<file path="config.mk">
export PLATFORM = sky130hd
export DESIGN_NAME = imem_loader
export DESIGN_NICKNAME = d
export VERILOG_FILES = /design/src/rtl/imem_loader_pkg.sv /design/src/rtl/imem_word_assembler.sv /design/src/rtl/imem_loader.sv
export SDC_FILE = /design/constraint.sdc
export NUM_CORES = 1
export LEC_CHECK = 0
export CAP_MARGIN = 20
export CORE_MARGIN = 1.5
export CORE_UTILIZATION = 54
export CTS_CLUSTER_SIZE = 24
export DETAILED_ROUTE_END_ITERATION = 16
export GPL_TIMING_DRIVEN = 0
export PLACE_DENSITY_LB_ADDON = 0.08
export SYNTH_ARGS = -nofsm -noshare
export SYNTH_HDL_FRONTEND = slang
export SYNTH_HIERARCHICAL = 1
export SYNTH_SLANG_ARGS = --single-unit
</file>
<file path="constraint.sdc">
create_clock -name CLK -period 5.2 [get_ports CLK]
set_input_delay 1.04 -clock CLK [delete_from_list [all_inputs] [get_ports CLK]]
set_output_delay 1.04 -clock CLK [all_outputs]
set_load 0.05 [all_outputs]
</file>
<file path="src/rtl/imem_loader_pkg.sv">
// Shared definitions for the instruction-memory loader and the instruction RAM wrapper.
package imem_loader_pkg;

  // Loader session states
  typedef enum logic [2:0] {
    ST_IDLE   = 3'd0,
    ST_CNT_LO = 3'd1,
    ST_CNT_HI = 3'd2,
    ST_DATA   = 3'd3,
    ST_DONE   = 3'd4,
    ST_ERROR  = 3'd5
  } state_t;

  // Instruction word geometry
  localparam int WORD_BYTES = 4;
  localparam int WORD_W     = 8 * WORD_BYTES;

  // Address and word-count widths
  localparam int ADDR_W = 64;
  localparam int CNT_W  = 16;

  // Byte address of instruction word number idx, counted from base
  function automatic logic [ADDR_W-1:0] word_addr(input logic [ADDR_W-1:0] base,
                                                  input logic [CNT_W-1:0]  idx);
    logic [ADDR_W-1:0] offset;
    offset = {{(ADDR_W-CNT_W-2){1'b0}}, idx, 2'b00};
    return base + offset;
  endfunction

endpackage

</file>
<file path="src/rtl/imem_word_assembler.sv">
// Collects four stream bytes, LSB first, into one 32-bit instruction word.
// word_complete is combinational with the 4th accepted byte so the caller
// can register the write on the same edge that accepts that byte.
module imem_word_assembler
  import imem_loader_pkg::*;
(
  input  logic              clk,
  input  logic              rst,
  input  logic              clear,
  input  logic              byte_en,
  input  logic [7:0]        byte_in,
  output logic [WORD_W-1:0] word,
  output logic              word_complete
);

  logic [1:0]  idx_q;
  logic [23:0] lanes_q;

  // Byte-lane index: restarts on reset or clear, advances per accepted byte
  always_ff @(posedge clk) begin
    if (rst || clear) begin
      idx_q <= 2'd0;
    end else if (byte_en) begin
      idx_q <= idx_q + 2'd1;
    end
  end

  // Lower three lanes are stored; the top lane is taken straight from the stream
  always_ff @(posedge clk) begin
    if (byte_en) begin
      case (idx_q)
        2'd0:    lanes_q[7:0]   <= byte_in;
        2'd1:    lanes_q[15:8]  <= byte_in;
        2'd2:    lanes_q[23:16] <= byte_in;
        default: lanes_q        <= lanes_q;
      endcase
    end
  end

  assign word          = {byte_in, lanes_q};
  assign word_complete = byte_en && (idx_q == 2'd3);

endmodule

</file>
<file path="src/rtl/imem_loader.sv">
// Instruction-memory loader: parses a count-prefixed byte stream, writes
// little-endian 32-bit words into instruction RAM and holds the CPU in reset
// until the whole program has been written.
module imem_loader
  import imem_loader_pkg::*;
#(
  parameter int               MemSize  = 40,
  parameter logic [ADDR_W-1:0] BaseAddr = 64'h0
)(
  input  logic              CLK,
  input  logic              Reset,
  input  logic              Start,
  input  logic [7:0]        ByteIn,
  input  logic              ByteValid,
  output logic              ByteReady,
  output logic              WrEn,
  output logic [ADDR_W-1:0] WrAddr,
  output logic [WORD_W-1:0] WrData,
  output logic              CpuHold,
  output logic              Busy,
  output logic              Done,
  output logic              Error
);

  localparam logic [CNT_W-1:0] MEM_WORDS = CNT_W'(MemSize);

  state_t            state_q;
  state_t            state_d;
  logic [CNT_W-1:0]  n_q;
  logic [CNT_W-1:0]  n_full;
  logic [CNT_W-1:0]  word_cnt_q;
  logic              byte_acc;
  logic              ready;
  logic              busy;
  logic              done;
  logic              err;
  logic              hold;

  logic              asm_clear;
  logic              asm_en;
  logic [WORD_W-1:0] asm_word;
  logic              asm_complete;

  logic              wr_en_p1;
  logic [ADDR_W-1:0] wr_addr_p1;
  logic [WORD_W-1:0] wr_data_p1;

  assign byte_acc  = ByteValid && ready;
  assign n_full    = {ByteIn, n_q[7:0]};
  assign asm_clear = (state_q != ST_DATA);
  assign asm_en    = byte_acc && (state_q == ST_DATA);

  imem_word_assembler u_asm (
    .clk           (CLK),
    .rst           (Reset),
    .clear         (asm_clear),
    .byte_en       (asm_en),
    .byte_in       (ByteIn),
    .word          (asm_word),
    .word_complete (asm_complete)
  );

  // State register
  always_ff @(posedge CLK) begin
    if (Reset) begin
      state_q <= ST_IDLE;
    end else begin
      state_q <= state_d;
    end
  end

  // Next-state decode and state-derived status outputs
  always_comb begin
    state_d = state_q;
    ready   = 1'b0;
    busy    = 1'b0;
    done    = 1'b0;
    err     = 1'b0;
    hold    = 1'b1;
    case (state_q)
      ST_IDLE: begin
        if (Start) state_d = ST_CNT_LO;
      end
      ST_CNT_LO: begin
        ready = 1'b1;
        busy  = 1'b1;
        if (byte_acc) state_d = ST_CNT_HI;
      end
      ST_CNT_HI: begin
        ready = 1'b1;
        busy  = 1'b1;
        if (byte_acc) begin
          if (n_full == '0)            state_d = ST_DONE;
          else if (n_full > MEM_WORDS) state_d = ST_ERROR;
          else                         state_d = ST_DATA;
        end
      end
      ST_DATA: begin
        ready = 1'b1;
        busy  = 1'b1;
        // The last write is in flight this cycle; finish together with it
        if (wr_en_p1 && ((word_cnt_q + 16'd1) == n_q)) state_d = ST_DONE;
      end
      ST_DONE: begin
        done = 1'b1;
        hold = 1'b0;
        if (Start) state_d = ST_CNT_LO;
      end
      ST_ERROR: begin
        err = 1'b1;
        if (Start) state_d = ST_CNT_LO;
      end
      default: begin
        state_d = ST_IDLE;
      end
    endcase
  end

  // Word count capture from the header and written-word counter
  always_ff @(posedge CLK) begin
    if (Reset) begin
      n_q        <= '0;
      word_cnt_q <= '0;
    end else begin
      if (byte_acc && (state_q == ST_CNT_LO)) begin
        n_q[7:0] <= ByteIn;
      end
      if (byte_acc && (state_q == ST_CNT_HI)) begin
        n_q[15:8]  <= ByteIn;
        word_cnt_q <= '0;
      end else if (wr_en_p1) begin
        word_cnt_q <= word_cnt_q + 16'd1;
      end
    end
  end

  // ---- stage p1: registered RAM write, overlapping the next byte ----
  always_ff @(posedge CLK) begin
    if (Reset) begin
      wr_en_p1   <= 1'b0;
      wr_addr_p1 <= BaseAddr;
      wr_data_p1 <= '0;
    end else begin
      wr_en_p1 <= asm_complete;
      if (asm_complete) begin
        wr_addr_p1 <= word_addr(BaseAddr, word_cnt_q);
        wr_data_p1 <= asm_word;
      end
    end
  end

  assign ByteReady = ready;
  assign Busy      = busy;
  assign Done      = done;
  assign Error     = err;
  assign CpuHold   = hold;
  assign WrEn      = wr_en_p1;
  assign WrAddr    = wr_addr_p1;
  assign WrData    = wr_data_p1;

endmodule

</file>
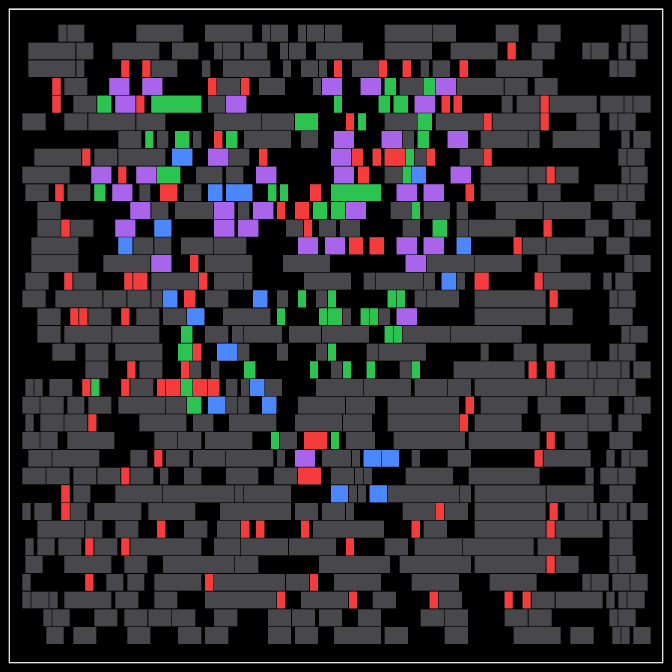
Fig. 1. Logic cells by family.
| family | color | cells |
|---|---|---|
| NOR gates | red | 95 |
| AND and OR gates | blue | 19 |
| XOR/XNOR gates | purple | 36 |
| NAND gates | green | 49 |

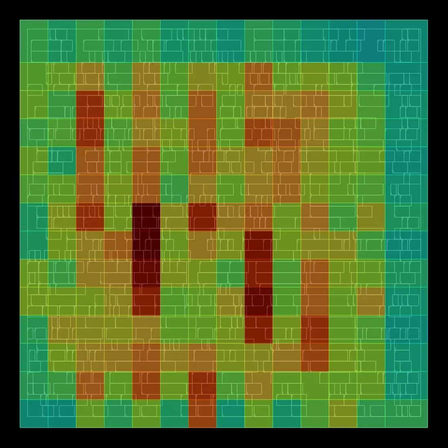
Fig. 2. Routing congestion map.
post-route core utilization: 68.3%
global-route track usage on met1: 28.9%

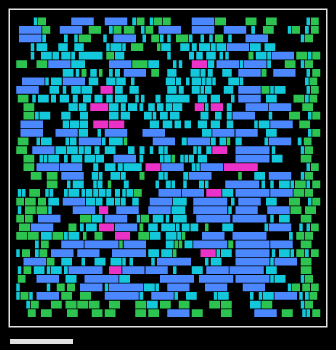
Fig. 3. Placed cells, one color a class.
Bar = 20 um.
| class | color | cells | share of their area |
|---|---|---|---|
| other buffers and delay cells | green | 152 | 20% |
| clock drivers and dummy loads | magenta | 16 | 3.6% |
| flops | blue | 110 | 40% |
| combinational and other logic | cyan | 354 | 36% |

==> flow_summary.rst <==
Implementation results
======================

.. list-table::
   :header-rows: 1

   * - Metric
     - Value
   * - Finished layout cell area
     - 0.00628 sq mm
   * - Primary flip-flop cell chosen by synthesis mapping
     - sky130_fd_sc_hd__dfxtp_1
   * - Number of antenna violations at the first check in global routing
     - 0
   * - Count of hold buffers inserted by post-cts repair
     - 0
   * - Startpoint of the tightest hold check path
     - u_asm/lanes_q[20]$_DFFE_PP_
   * - Slowest stage cell, crit path
     - sky130_fd_sc_hd__clkdlybuf4s50_1
   * - Endpoint of the most critical register-to-register path
     - WrAddr[10]$_SDFFE_PP0P_
   * - Worst EP arrival
     - 3.50 ns
   * - Post-detailed-route DRC marker count
     - 0
   * - Pin count of the biggest net entering global routing
     - 22
   * - Area of the multi-input gates
     - approximately 0.0022 sq mm
   * - Outcome
     - completed
   * - Highest metal layer with signal wires
     - met4
   * - Multiplexer share of the synthesized area
     - a little under an eighth
   * - Cell at the root of the clock tree
     - sky130_fd_sc_hd__clkbuf_8
   * - Fraction of standard cell area in multi-input logic
     - a little over a third
   * - Max-cap check violation count
     - 0
   * - Met3 usage
     - 3.62%
   * - Post-synthesis average cell area
     - just over 10 sq um
   * - Placed Cells
     - 727
   * - Seq area share
     - approximately 39%
   * - Buffers from clock root to sink, at most
     - 2
   * - PD cells
     - around 260 mW/mm^2
   * - Peak-usage layer in the global routing report
     - met2
   * - Switching power as a share of total power
     - between 20% and 30%
   * - Total count of hold-check failures in the final report
     - 0
   * - Top cells by area, synth
     - sky130_fd_sc_hd__dfxtp_1 (34%), sky130_fd_sc_hd__edfxtp_1 (14%), sky130_fd_sc_hd__mux2i_1 (12%)
   * - Unique masters post-synth
     - 53
   * - CTS tree
     - built
   * - Final-layout setup total negative slack
     - 0 ns
   * - Post-CTS setup buffer count
     - 0
   * - Clock skew
     - 0.0119 ns
   * - Sum of net half-perimeters after detailed placement
     - about 7.4 mm
   * - Hold worst-path end
     - WrData[20]$_SDFFE_PP0P_
   * - Minimum period implied by the final worst setup slack
     - 3.24 ns
   * - Die Height
     - 100 um
   * - Largest family of logic cells by area
     - simple AND/OR/NAND/NOR gates
   * - Flip-flop count of the largest register, all copies and words added
     - 32
No activity file was given, so power comes from the tool's default toggle rates.
